## config.mk

```make
export PLATFORM = sky130hd
export DESIGN_NAME = ps2_key_decoder
export DESIGN_NICKNAME = d
export VERILOG_FILES = /design/src/rtl/synth_pkg.sv /design/src/rtl/ps2_key_map.sv /design/src/rtl/ps2_key_decoder.sv
export SDC_FILE = /design/constraint.sdc
export NUM_CORES = 1
export LEC_CHECK = 0
export ABC_AREA = 1
export CORE_MARGIN = 3
export CORE_UTILIZATION = 40
export DETAILED_ROUTE_END_ITERATION = 8
export HOLD_SLACK_MARGIN = 0.06
export SYNTH_ARGS = -nofsm -noshare
export SYNTH_HDL_FRONTEND = slang
export SYNTH_SLANG_ARGS = --single-unit
```

## constraint.sdc

```tcl
create_clock -name CLK -period 4.3 [get_ports CLK]
set_clock_uncertainty 0.2 [all_clocks]
set_input_delay 0.86 -clock CLK [delete_from_list [all_inputs] [get_ports CLK]]
set_output_delay 0.86 -clock CLK [all_outputs]
set_load 0.01 [all_outputs]
```

## src/rtl/synth_pkg.sv

```systemverilog
// Shared types and PS/2 protocol constants for the synth key front end.
package synth_pkg;

   typedef enum logic [1:0] {
      IDLE    = 2'd0,
      BRK     = 2'd1,
      EXT     = 2'd2,
      EXT_BRK = 2'd3
   } kd_state_t;

   localparam logic [7:0] PS2_BREAK  = 8'hF0;
   localparam logic [7:0] PS2_EXT    = 8'hE0;
   localparam logic [7:0] PS2_BAT_OK = 8'hAA;

endpackage

```

## src/rtl/ps2_key_map.sv

```systemverilog
// Combinational scan-code lookup; duplicate codes light every matching bit.
module ps2_key_map #(
   parameter logic [7:0] KEY0_CODE = 8'h1C,
   parameter logic [7:0] KEY1_CODE = 8'h1B,
   parameter logic [7:0] KEY2_CODE = 8'h23,
   parameter logic [7:0] KEY3_CODE = 8'h2B
) (
   input  logic [7:0] code_i,
   output logic [3:0] match_o
);

   assign match_o = {(code_i == KEY3_CODE),
                     (code_i == KEY2_CODE),
                     (code_i == KEY1_CODE),
                     (code_i == KEY0_CODE)};

endmodule

```

## src/rtl/ps2_key_decoder.sv

```systemverilog
// PS/2 byte stream to four held key gates, with make/break/extended tracking,
// BAT-code clear and a prefix timeout so notes never stick.
module ps2_key_decoder
   import synth_pkg::*;
#(
   parameter logic [7:0]  KEY0_CODE      = 8'h1C,
   parameter logic [7:0]  KEY1_CODE      = 8'h1B,
   parameter logic [7:0]  KEY2_CODE      = 8'h23,
   parameter logic [7:0]  KEY3_CODE      = 8'h2B,
   parameter logic [15:0] PREFIX_TIMEOUT = 16'd50000
) (
   input  logic       CLK,
   input  logic       RESET,
   input  logic [7:0] code,
   input  logic       code_valid,
   output logic       key0,
   output logic       key1,
   output logic       key2,
   output logic       key3,
   output logic       key_event
);

   kd_state_t   state_q, state_d;
   logic [15:0] cnt_q, cnt_d;
   logic [3:0]  keys_q, keys_d;
   logic [3:0]  keys_prev_q;
   logic [3:0]  match;

   ps2_key_map #(
      .KEY0_CODE (KEY0_CODE),
      .KEY1_CODE (KEY1_CODE),
      .KEY2_CODE (KEY2_CODE),
      .KEY3_CODE (KEY3_CODE)
   ) u_map (
      .code_i  (code),
      .match_o (match)
   );

   always_comb begin
      state_d = state_q;
      keys_d  = keys_q;
      cnt_d   = cnt_q;
      if (code_valid) begin
         cnt_d = '0;
         unique case (state_q)
            IDLE: begin
               if (code == PS2_BREAK)       state_d = BRK;
               else if (code == PS2_EXT)    state_d = EXT;
               else if (code == PS2_BAT_OK) keys_d  = '0;
               else                         keys_d  = keys_q | match;
            end
            BRK: begin
               keys_d  = keys_q & ~match;
               state_d = IDLE;
            end
            EXT: begin
               // Extended makes are swallowed so E0-prefixed keys never alias.
               state_d = (code == PS2_BREAK) ? EXT_BRK : IDLE;
            end
            EXT_BRK: state_d = IDLE;
            default: state_d = IDLE;
         endcase
      end else if (state_q != IDLE) begin
         // Fire on the idle cycle that would bring the count to the limit.
         if ((PREFIX_TIMEOUT != 16'd0) && (cnt_q == PREFIX_TIMEOUT - 16'd1)) begin
            state_d = IDLE;
            cnt_d   = '0;
         end else begin
            cnt_d = cnt_q + 16'd1;
         end
      end else begin
         cnt_d = '0;
      end
   end

   always_ff @(posedge CLK) begin
      if (RESET) begin
         state_q     <= IDLE;
         cnt_q       <= '0;
         keys_q      <= '0;
         keys_prev_q <= '0;
      end else begin
         state_q     <= state_d;
         cnt_q       <= cnt_d;
         keys_q      <= keys_d;
         keys_prev_q <= keys_q;
      end
   end

   assign key0      = keys_q[0];
   assign key1      = keys_q[1];
   assign key2      = keys_q[2];
   assign key3      = keys_q[3];
   assign key_event = (keys_q != keys_prev_q);

endmodule

```

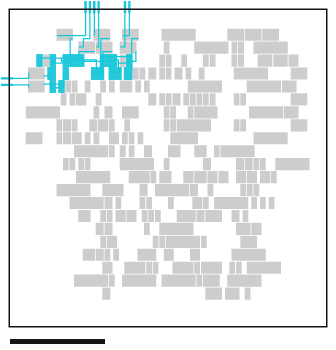
run_1/port_trees.png
Bar = 20 um.
cyan -> `code`  # bits 8, direction input, edge 6 top, 2 left, end cells 17, buffers 8, wire 160 um
count of buffers inserted at the top-level ports: 15
ports placed on the boundary: 16

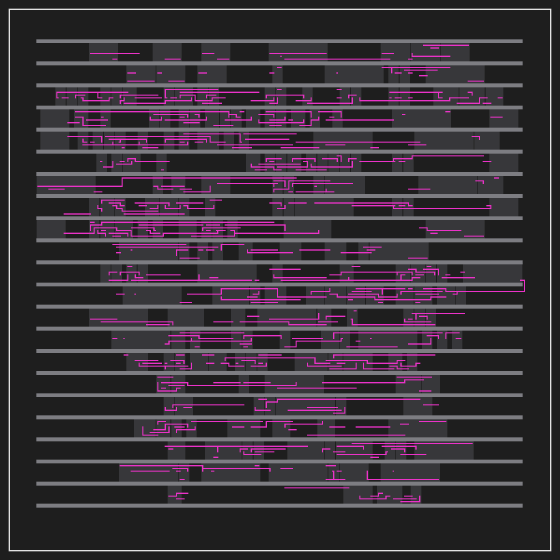
run_1/m1.png
Supply wires on this layer in gray.
nets with wire on the layer = 224
wire length on this layer = 1470 um
share of all routed wire = 58%
main direction = horizontal
DR vias: 1207
total routed wirelength: 2520 um
met1 Use GR: 21.0%

==> flow_summary.toml, run 1 <==
# yosys + openroad results
[run_status]
outcome = "completed"

[logic_synthesis]
synthMuxAreaShare_pct = 0
synthesis.area_per_instance_um2 = 6.98
mappedNetlistArea_mm2 = 0.00146
synth_seq_share_pct = 35.7
yosys.area_share.aoi_pct = 7.55
synth_adder_area_share_pct = 0.858
number_of_synthesized_flops_with_an_enable_pin = 0
ys_top_logic_family = "simple AND/OR/NAND/NOR gates"
synth.cellmix.xorXnorShare_pct = 3.00

[power]
pwr_density_cell_mw_per_mm2 = 242
comb_power_share_pct = 10.0
intPower_mw = 0.312
largestPowerGroup = "sequential cells"

[finish]
layout.cell_area.non_filler_mm2 = 0.00169
final_cell_mix = "42 x sky130_fd_sc_hd__nand2_1, 42 x sky130_fd_sc_hd__nor2_1, 28 x sky130_fd_sc_hd__inv_1, 26 x sky130_fd_sc_hd__dfxtp_1, 15 x sky130_fd_sc_hd__clkdlybuf4s50_1"

[cts]
post_cts_resized = 0
post_cts.repair.setup_buffers = 0
cts_tree = "yes"
insertion_delay_ps = 310

[drt]
routed_via_density = 4.42
detail_route.drc_violations = 0
routed.top_layer = "met3"
drtPass1Iterations = 4

[final_timing]
hold_ws_ps = 279
tns_ps = 0
setup_violations = 0
rsz_0062_raised_after_global_routing = "no"
slew_viol_final = 0
report.final.hold_viol_count = 0
achievable-frequency_ghz = 0.397

[die]
floorplan.core_util_pct = 42.7

[critical_path]
setup.worst_path.end_class = "output port"
worstReg2RegStart = "cnt_q[0]$_SDFF_PP0_"
worst_setup_path_start_kind = "flop"
cp.buffers_inverters = 1

[placed_design]
post_dp_cell_area_mm2 = 0.00166
place_congestion = 0.822
dpl.hpwl_um = 2000

[flow_run]
maxCapViolations = 0

[grt]
grt_max_degree = 15
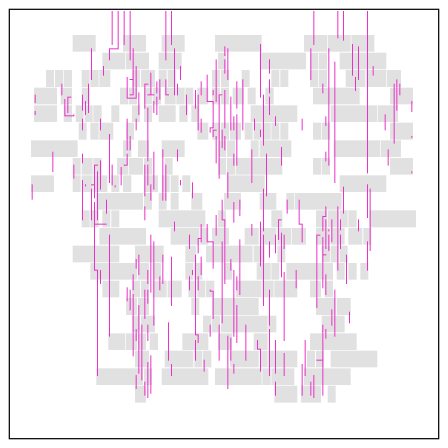
run_1/m2.png
wire length on this layer = 1000 um
share of all routed wire = 40%
nets with wire on the layer = 169
longest straight run = 25.0 um
main direction = vertical
grt met2 use: 18.5%

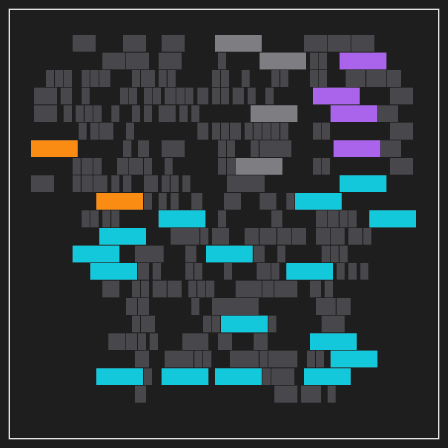
run_1/ff_map.png
Other sequential cells in the stronger gray, the rest of the logic in the fainter gray.
purple -> `keys_prev_q`  # placed flops 4, where upper right
cyan -> `cnt_q`  # placed flops 16
orange -> `state_q`  # placed flops 2
not colored = 4
total sequential power: 0.245 mW
area used by sequential logic in the layout: 520 um^2
utilization of the core after routing: 49.5%

-- run 1: synthesized netlist by cell type (all sizes together) (3+ instances only) --
library cell / n / share of area [%]
nor2: 50 / 16
nand2: 47 / 13
inv: 30 / 7.7
dfxtp: 26 / 36
nand3: 11 / 4.8
nor3: 8 / 4.2
a21oi: 7 / 2.7
nand4: 5 / 2.1
o21ai: 5 / 1.7
xnor2: 5 / 3.0
nor3b: 4 / 3.1
a31oi: 3 / 1.3
-- run 1: registers in the layout, indices dropped and copies added, names as in the netlist --
name / cells
state_q: 2
keys_q: 4
keys_prev_q: 4
cnt_q: 16
-- run 1: layout make-up --
cell class	count	area [um^2]
Fill cell	354	1720
Multi-Input combinational cell	152	815
Sequential cell	26	520
Timing Repair Buffer	15	150
Inverter	30	113
Tap cell	46	57.6
Clock buffer	4	36.3
## Run 2: what changed since run 1
- clock period: 4.3 -> 2.1 ns (I/O delays scaled with it)
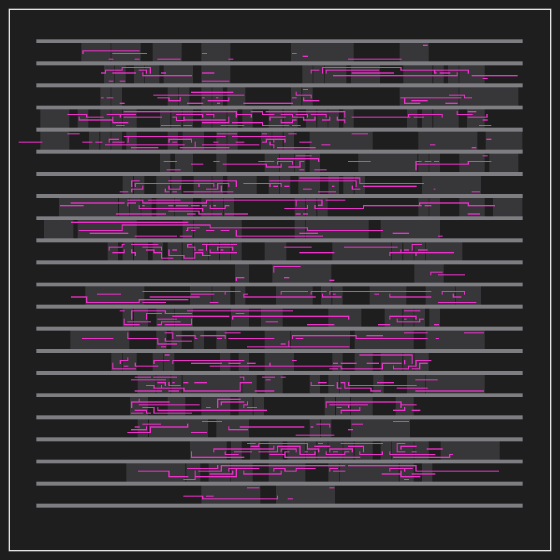
run_2/m1.png
Supply wires on this layer in gray.
nets with wire on the layer = 231
main direction = horizontal
total routed wirelength: 2540 um
DR vias: 1243
met1 Use GR: 19.9%

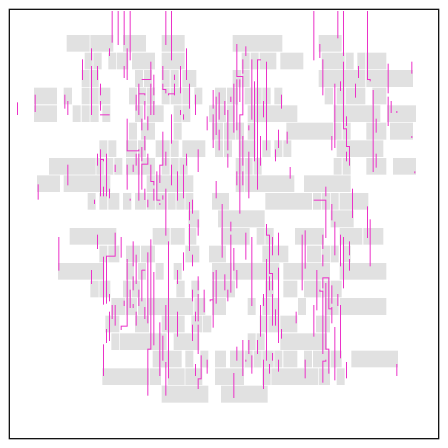
run_2/m2.png
share of all routed wire = 40%
nets with wire on the layer = 179
main direction = vertical
grt met2 use: 16.7%

==> run 2 against run 1 <==
Critical path depth down 2. Largest power group unchanged. Register-to-register slack worse by 2100 ps. Utilization up 0.66 points. Global-route usage down 0.75 points.
==> flow_summary.toml, run 2 <==
# yosys + openroad results
[power]
comb_power_share_pct = 11.0
intPower_mw = 0.604
pwr_density_cell_mw_per_mm2 = 467
largestPowerGroup = "sequential cells"

[cts]
post_cts.repair.setup_buffers = 0
post_cts_resized = 0
cts_tree = "yes"
insertion_delay_ps = 310

[placed_design]
post_dp_cell_area_mm2 = 0.00169
dpl.hpwl_um = 2030

[die]
die_width_um = 66.4
floorplan.core_util_pct = 42.7
io_pins = 16

[logic_synthesis]
synth_adder_area_share_pct = 0.858
top_area_share_pct = 35.7
post_synth_most_frequent_cells = "42 x sky130_fd_sc_hd__nand2_1, 42 x sky130_fd_sc_hd__nor2_1, 28 x sky130_fd_sc_hd__inv_1"
synthMuxAreaShare_pct = 0
synth.cellmix.xorXnorShare_pct = 3.00
number_of_synthesized_flops_with_an_enable_pin = 0
netlist.top_cell.by_area = "sky130_fd_sc_hd__dfxtp_1"
mappedNetlistArea_mm2 = 0.00146
synthesis.area_per_instance_um2 = 6.98
synth.area.top_cells = "sky130_fd_sc_hd__dfxtp_1 36%, sky130_fd_sc_hd__nand2_1 11%, sky130_fd_sc_hd__nor2_1 11%"
ys_top_logic_family = "simple AND/OR/NAND/NOR gates"
yosys.area_share.aoi_pct = 7.55
synth_seq_share_pct = 35.7

[final_timing]
hold_ws_ps = 261
tns_ps = 0
achievable-frequency_ghz = 0.529
rsz_0062_raised_after_global_routing = "no"
setup_violations = 0
finalCriticalPeriod_ps = 1890
slew_viol_final = 0
report.final.hold_viol_count = 0

[drt]
postRouteAntennaNets = 0
routed.top_layer = "met4"
routed_via_density = 4.50
detail_route.drc_violations = 0
drtPass1Iterations = 5
detailed_routed_wire_length_on_met2_um = 1030
wl_per_cell_um = 9.21

[critical_path]
setup.worst_path.end_class = "output port"
worstReg2RegStart = "cnt_q[0]$_SDFF_PP0_"
cp.buffers_inverters = 1
worst_setup_path_start_kind = "flop"

[grt]
grt_max_degree = 14
global_route.usage.met3_pct = 2.55

[flow_run]
maxCapViolations = 0

[run_status]
outcome = "completed"

[finish]
largest_register_ff_count = 16
regMostFlops = "cnt_q"
num-nets-final = 244
final_cell_mix = "42 x sky130_fd_sc_hd__nand2_1, 42 x sky130_fd_sc_hd__nor2_1, 28 x sky130_fd_sc_hd__inv_1, 23 x sky130_fd_sc_hd__dfxtp_1, 14 x sky130_fd_sc_hd__clkdlybuf4s50_1"
layout_top_registers = "cnt_q x16, keys_prev_q x4, keys_q x4"
layout.cell_area.non_filler_mm2 = 0.00171
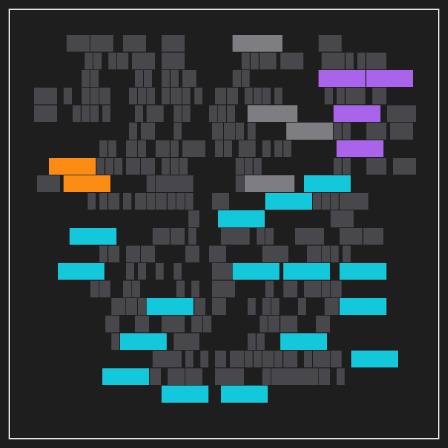
run_2/ff_map.png
Other sequential cells in the stronger gray, the rest of the logic in the fainter gray.
purple -> `keys_prev_q`  # placed flops 4, where upper right
orange -> `state_q`  # placed flops 2
cyan -> `cnt_q`  # placed flops 16
not colored = 4
utilization of the core after routing: 50.2%
fraction of area in registers: 30.6%
area used by sequential logic in the layout: 524 um^2
total sequential power: 0.501 mW

## run 2: cell types whose count changed in the layout (fill, tap and decap cells not counted), sizes merged
| cell | delta |
|---|---|
| clkdlybuf4s50 | -1 |
| dlymetal6s2s | +1 |
| clkbuf | -1 |
| buf | +4 |
## run 2: metrics by stage
stage	worst slack [ps]	util [%]
after global routing	133	50.2
after global placement	130	49.3
after CTS	11.6	50.0
after detailed placement	133	49.3
final	208	50.2
after floorplan	598	-
## run 2: cell type report
class,instances,area [um^2]
repair buffers,19,183
well taps,46,57.6
inverters,30,113
multi-input cells,152,815
clock buffers,3,22.5
flip-flops and latches,26,524
fillers,358,1700
## Run 3: what changed since run 2
- CORE_MARGIN: 3 -> not set
- SKIP_LAST_GASP: not set -> 1
- SLEW_MARGIN: not set -> 0
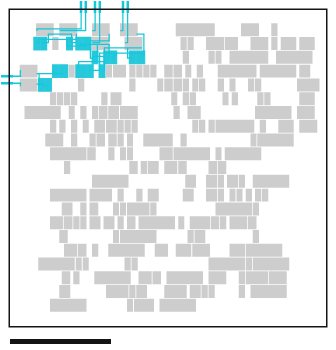
run_3/port_trees.png
Bar = 20 um.
cyan -> `code`  # bits 8, direction input, edge 6 top, 2 left, end cells 17, buffers 8, wire 151 um

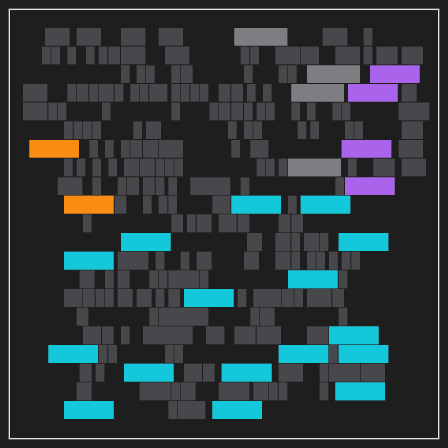
run_3/ff_map.png
Other sequential cells in the stronger gray, the rest of the logic in the fainter gray.
purple -> `keys_prev_q`  # placed flops 4, where upper right
cyan -> `cnt_q`  # placed flops 16
orange -> `state_q`  # placed flops 2
not colored = 4
area used by sequential logic in the layout: 526 um^2
total sequential power: 0.502 mW

==> run 3 against run 2 <==
Non-clock buffer count is 1 lower. Register-to-register slack hardly changed. Wire length is 4.3% higher. First-iteration DRC count is 56% lower. Global-route usage is 3.0 points higher. Largest power group unchanged.
==> flow_summary.toml, run 3 <==
# yosys + openroad results
[logic_synthesis]
synth.cellmix.xorXnorShare_pct = 3.00
yosys.area_share.aoi_pct = 7.55
synthMuxAreaShare_pct = 0
synth_seq_share_pct = 35.7
mappedNetlistArea_mm2 = 0.00146
syn_inst = 209
number_of_synthesized_flops_with_an_enable_pin = 0
top_area_share_pct = 35.7
ys_top_logic_family = "simple AND/OR/NAND/NOR gates"
synthSimpleGateAreaFrac_pct = 44.4
netlist.top_cell.by_area = "sky130_fd_sc_hd__dfxtp_1"
synth_chip_area_mm2 = 0.00146
synth_adder_area_share_pct = 0.858
synth.area.top_cells = "sky130_fd_sc_hd__dfxtp_1 36%, sky130_fd_sc_hd__nand2_1 11%, sky130_fd_sc_hd__nor2_1 11%"
async_s_r_ff_share_synth_pct = 0
post_synth_most_frequent_cells = "42 x sky130_fd_sc_hd__nand2_1, 42 x sky130_fd_sc_hd__nor2_1, 28 x sky130_fd_sc_hd__inv_1"
synthesis.area_per_instance_um2 = 6.98

[critical_path]
cp.buffers_inverters = 1
setup.worst_path.end_class = "output port"
worst_setup_path_start_kind = "flop"
setup.worst_path.class = "reg2out"
worstReg2RegStart = "cnt_q[0]$_SDFF_PP0_"

[final_timing]
rsz_0062_raised_after_global_routing = "no"
achievable-frequency_ghz = 0.539
hold_ws_ps = 265
setup_ws_post_layout_ps = 244
report.final.hold_viol_count = 0
setup_violations = 0
slew_viol_final = 0
worst_slew_margin_rel_pct = 79.1
finalCriticalPeriod_ps = 1860
tns_ps = 0

[die]
placement_rows = 21
tap-cell-count = 46
floorplan.core_util_pct = 42.7
io_pins = 16
chip_area_mm2 = 0.00389
die_width_um = 62.4

[power]
largestPowerGroup = "sequential cells"
power_leakage_nw = 0.703
comb_power_share_pct = 11.1
pwr_density_cell_mw_per_mm2 = 467
intPower_mw = 0.605

[drt]
wl_per_cell_um = 9.64
postRouteAntennaNets = 0
routed_via_density = 4.58
drtPass1Iterations = 4
detail_route.drc_violations = 0

[worst_hold_path]
origin_of_the_worst_min_delay_path = "keys_q[2]$_SDFFE_PP0P_"
hold_depth = 2

[finish]
non_clock_inverter_count = 30
comb.multi_input.count = 152
regMostFlops = "cnt_q"
layout_top_registers = "cnt_q x16, keys_prev_q x4, keys_q x4"
comb-cell-share_pct = 47.3
layout.cell_area.non_filler_mm2 = 0.00172
area.share.sequential_pct = 30.5
largest_register_ff_count = 16
final-clk-cell-share_pct = 1.31
largest_class = "multi-input combinational cells"
nClkBuffers = 3
final_core_util_pct = 50.4
signal_buffer_area_fraction_pct = 10.9
buffers_excl_clock = 18
final_cell_mix = "42 x sky130_fd_sc_hd__nand2_1, 42 x sky130_fd_sc_hd__nor2_1, 28 x sky130_fd_sc_hd__inv_1, 22 x sky130_fd_sc_hd__dfxtp_1, 14 x sky130_fd_sc_hd__clkdlybuf4s50_1"
seq_cells = 26
area_growth_syn_to_layout_pct = 17.9
number_of_filler_instances_in_the_final_layout = 357
final-comb-area_um2 = 815
num-nets-final = 243

[placed_design]
preCtsSetupSlack_ps = 128
post_dp_cell_area_mm2 = 0.00169
placedCellCount = 272
dpl.hpwl_um = 2110

[grt]
global_route.overflow_total = 0
grt_first_pass_wirelength_um = 4900
grt_max_degree = 14
track_usage_pct = 15.7

[run_status]
outcome = "completed"

[cts]
post_cts.repair.setup_buffers = 0
post_cts_resized = 2
cts_tree = "yes"
cts.hold.buffers_added = 0
insertion_delay_ps = 320

[flow_run]
maxCapViolations = 0
warning_count = 26
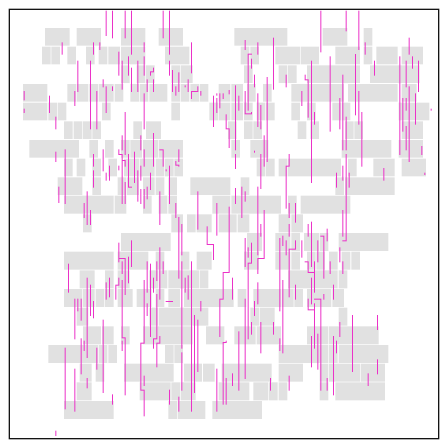
run_3/m2.png
wire length on this layer = 1050 um
share of all routed wire = 40%
main direction = vertical
nets with wire on the layer = 182
longest straight run = 21.8 um
total routed wirelength: 2650 um
grt met2 use: 22.4%
DR vias: 1259

-- run 3: cell counts after synthesis --
Identical to the previous run, type by type.
-- run 3: worst max path at each step --
| stage | cells past startpoint | slack, ps | end |
|---|---|---|---|
| after global routing | 1 | 160 | key1 |
| after floorplan | 7 | 600 | cnt_q[12]$_SDFF_PP0_ |
| after CTS | 3 | 4 | key_event |
| final | 1 | 240 | key1 |
| after global placement | 9 | 110 | keys_q[1]$_SDFFE_PP0P_ |
| after detailed placement | 9 | 130 | keys_q[1]$_SDFFE_PP0P_ |
-- run 3: layer usage --
metal / routed length [um] / global-route usage, %
met5: 0 / 0
met2: 1050 / 22.4
met3: 109 / 2.92
met1: 1460 / 22.7
met4: 36 / 6.98
No activity file was given, so power comes from the tool's default toggle rates.
